==> images/flops_by_reg.png <==
Other sequential cells in the stronger gray, the rest of the logic in the fainter gray.
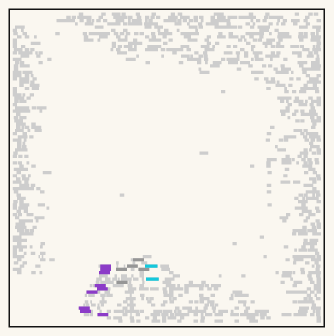
==> images/metal_density.png <==
The die is cut into 26 by 27 equal tiles; black is low, pale yellow is high, scaled to the fullest tile. Values are wire area over tile area, all layers added.
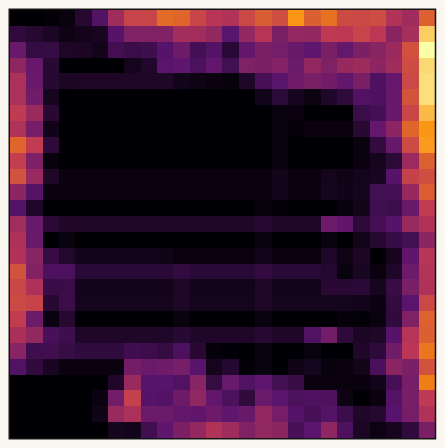
File: config.mk
export PLATFORM = sky130hd
export DESIGN_NAME = segmenter_qp_arbiter
export DESIGN_NICKNAME = d
export VERILOG_FILES = /design/src/rtl/segmenter_qp_arbiter.sv
export SDC_FILE = /design/constraint.sdc
export NUM_CORES = 1
export LEC_CHECK = 0
export ABC_CLOCK_PERIOD_IN_PS = 5920
export CAP_MARGIN = 10
export CORE_AREA = 2 2 262 264
export DETAILED_ROUTE_END_ITERATION = 10
export DIE_AREA = 0 0 264 266
export PLACE_DENSITY = 0.43
export SYNTH_ARGS = -nofsm -noshare
export SYNTH_HDL_FRONTEND = slang
export SYNTH_SLANG_ARGS = --single-unit
File: constraint.sdc
create_clock -name clk -period 5.92 [get_ports clk]
set_clock_uncertainty 0.1 [all_clocks]
set_input_delay 0.888 -clock clk [delete_from_list [all_inputs] [get_ports clk]]
set_output_delay 0.888 -clock clk [all_outputs]
set_load 0.005 [all_outputs]
File: src/rtl/segmenter_qp_arbiter.sv
// Message-granular round-robin arbiter that merges NUM_QP queue-pair AXI streams
// into one segmenter input, draining the segmenter between messages.
module segmenter_qp_arbiter #(
    parameter int NUM_QP         = 4,
    parameter int AXI_FRAME_SIZE = 128,
    parameter int MAX_MSG_BEATS  = 256
) (
    input  logic                               clk,
    input  logic                               rst,
    input  logic [NUM_QP*AXI_FRAME_SIZE-1:0]   s_axis_tdata,
    input  logic [NUM_QP-1:0]                  s_axis_tvalid,
    input  logic [NUM_QP-1:0]                  s_axis_tlast,
    output logic [NUM_QP-1:0]                  s_axis_tready,
    output logic [AXI_FRAME_SIZE-1:0]          m_axis_tdata,
    output logic                               m_axis_tvalid,
    output logic                               m_axis_tlast,
    output logic [$clog2(NUM_QP)-1:0]          m_axis_tdest,
    input  logic                               m_axis_tready,
    input  logic                               seg_empty,
    output logic                               busy,
    output logic [$clog2(MAX_MSG_BEATS):0]     msg_beats,
    output logic                               err_overlong
);

    localparam int QW  = $clog2(NUM_QP);
    localparam int QW1 = QW + 1;
    localparam int MBW = $clog2(MAX_MSG_BEATS) + 1;

    typedef enum logic [1:0] {
        ST_ARB   = 2'd0,
        ST_XFER  = 2'd1,
        ST_DRAIN = 2'd2
    } state_e;

    state_e           state_q, state_d;
    logic [QW-1:0]    grant_q, grant_d;
    logic [QW-1:0]    rr_ptr_q, rr_ptr_d;
    logic [MBW-1:0]   msg_beats_q, msg_beats_d;
    logic             err_q, err_d;

    logic [QW:0]      rr_idx_s;
    logic [QW-1:0]    rr_pick_s;
    logic             rr_found_s;
    logic [QW-1:0]    rr_next_s;
    logic [AXI_FRAME_SIZE-1:0] sel_data_s;
    logic             sel_valid_s;
    logic             sel_last_s;

    // Round-robin search starting at rr_ptr; modulo done by conditional subtract.
    always_comb begin
        rr_found_s = 1'b0;
        rr_pick_s  = '0;
        rr_idx_s   = '0;
        for (int k = 0; k < NUM_QP; k++) begin
            rr_idx_s = {1'b0, rr_ptr_q} + QW1'(k);
            if (rr_idx_s >= QW1'(NUM_QP)) begin
                rr_idx_s = rr_idx_s - QW1'(NUM_QP);
            end else begin
                rr_idx_s = rr_idx_s;
            end
            if (!rr_found_s && s_axis_tvalid[rr_idx_s[QW-1:0]]) begin
                rr_found_s = 1'b1;
                rr_pick_s  = rr_idx_s[QW-1:0];
            end else begin
                rr_found_s = rr_found_s;
            end
        end
    end

    // Granted-QP slice select and pointer advance past the current grant.
    always_comb begin
        sel_data_s  = s_axis_tdata[int'(grant_q)*AXI_FRAME_SIZE +: AXI_FRAME_SIZE];
        sel_valid_s = s_axis_tvalid[grant_q];
        sel_last_s  = s_axis_tlast[grant_q];
        if (grant_q == QW'(NUM_QP - 1)) begin
            rr_next_s = '0;
        end else begin
            rr_next_s = grant_q + QW'(1);
        end
    end

    // Next-state and pass-through outputs; the XFER path is purely combinational.
    always_comb begin
        state_d       = state_q;
        grant_d       = grant_q;
        rr_ptr_d      = rr_ptr_q;
        msg_beats_d   = msg_beats_q;
        err_d         = err_q;
        s_axis_tready = '0;
        m_axis_tdata  = '0;
        m_axis_tvalid = 1'b0;
        m_axis_tlast  = 1'b0;
        case (state_q)
            ST_ARB: begin
                if (rr_found_s) begin
                    grant_d = rr_pick_s;
                    state_d = ST_XFER;
                end else begin
                    state_d = ST_ARB;
                end
            end
            ST_XFER: begin
                m_axis_tdata           = sel_data_s;
                m_axis_tvalid          = sel_valid_s;
                m_axis_tlast           = sel_last_s;
                s_axis_tready[grant_q] = m_axis_tready;
                if (sel_valid_s && m_axis_tready) begin
                    // msg_beats_q counts beats already taken, so this beat is the (q+1)th.
                    if (msg_beats_q >= MBW'(MAX_MSG_BEATS)) begin
                        err_d = 1'b1;
                    end else begin
                        err_d = err_q;
                    end
                    if (sel_last_s) begin
                        state_d     = ST_DRAIN;
                        rr_ptr_d    = rr_next_s;
                        msg_beats_d = '0;
                    end else if (msg_beats_q != {MBW{1'b1}}) begin
                        msg_beats_d = msg_beats_q + MBW'(1);
                    end else begin
                        msg_beats_d = msg_beats_q;
                    end
                end else begin
                    state_d = ST_XFER;
                end
            end
            ST_DRAIN: begin
                if (seg_empty) begin
                    state_d = ST_ARB;
                end else begin
                    state_d = ST_DRAIN;
                end
            end
            default: begin
                state_d = ST_ARB;
            end
        endcase
    end

    // State, grant, pointer, beat counter and sticky error registers.
    always_ff @(posedge clk or posedge rst) begin
        if (rst) begin
            state_q     <= ST_ARB;
            grant_q     <= '0;
            rr_ptr_q    <= '0;
            msg_beats_q <= '0;
            err_q       <= 1'b0;
        end else begin
            state_q     <= state_d;
            grant_q     <= grant_d;
            rr_ptr_q    <= rr_ptr_d;
            msg_beats_q <= msg_beats_d;
            err_q       <= err_d;
        end
    end

    assign m_axis_tdest = grant_q;
    assign busy         = (state_q != ST_ARB);
    assign msg_beats    = msg_beats_q;
    assign err_overlong = err_q;

endmodule
==> impl_metrics.toml <==
# yosys + openroad results
[finish]
comb_area_frac = 0.3355
drive_gt1_frac = 0.1470
stdcell_count = 1932
mostFrequentLayoutCells = "clkdlybuf4s50_1 (670), and2_1 (134), mux4_2 (130)"
clkCellAreaFrac = 0.006963
final_util = 0.1883

[global_routing]
globalRouteMet3Util = 0.03022
antenna_found_initial = 18
gr-usage-met1 = 0.1257

[sta]
min_period_ns = 3.831
relSlewSlack = 0.4798
hold_viol_final = 0
tightest_slew_ns = 0.7702

[place]
dp.cells = 1919
io_buffers = 670

[power_and_ir_drop]
pg_clk_uw = 145
p_per_area_nw_per_um2 = 313.3
total_power_uw = 3997
p_leak_uw = 0.004227
clkPwrFrac = 0.036

[worst_setup_path]
crit_arrival_ns = 2.84
critical-path-top-delay-family = "flip-flops"

[clock_tree]
root_buffer = "clkbuf_16"
cts_sinks = 16
cts_resized = 0
clockBufferDepth = 2

[die]
n_tap_cell = 882

[status]
outcome = "finished clean"

[min_path]
hp-start = "err_overlong"

[logic_synthesis]
synthMuxAreaShare = 0.6068
yosys_warnings = 0
fa_ha_area_frac = 0.01533
ys_area_sq_um = 4897
synthTopCellsByArea = "mux4_2 (60%), and2_1 (17%), dfrtp_1 (8.2%)"
synth_nets = 935

[drt]
wl_met3_um = 3873
drtPass1Iterations = 4
About flops_by_reg.png:
Key: cyan = m_axis_tdest [placed flops 2]; purple = msg_beats [placed flops 9]

About metal_density.png:
The densest ninth of the die: north-east. The emptiest ninth of the die: center. 7.8% of the tiles are over half the peak. The fullest tile reaches 0.53. 24% of the tiles are nearly empty.

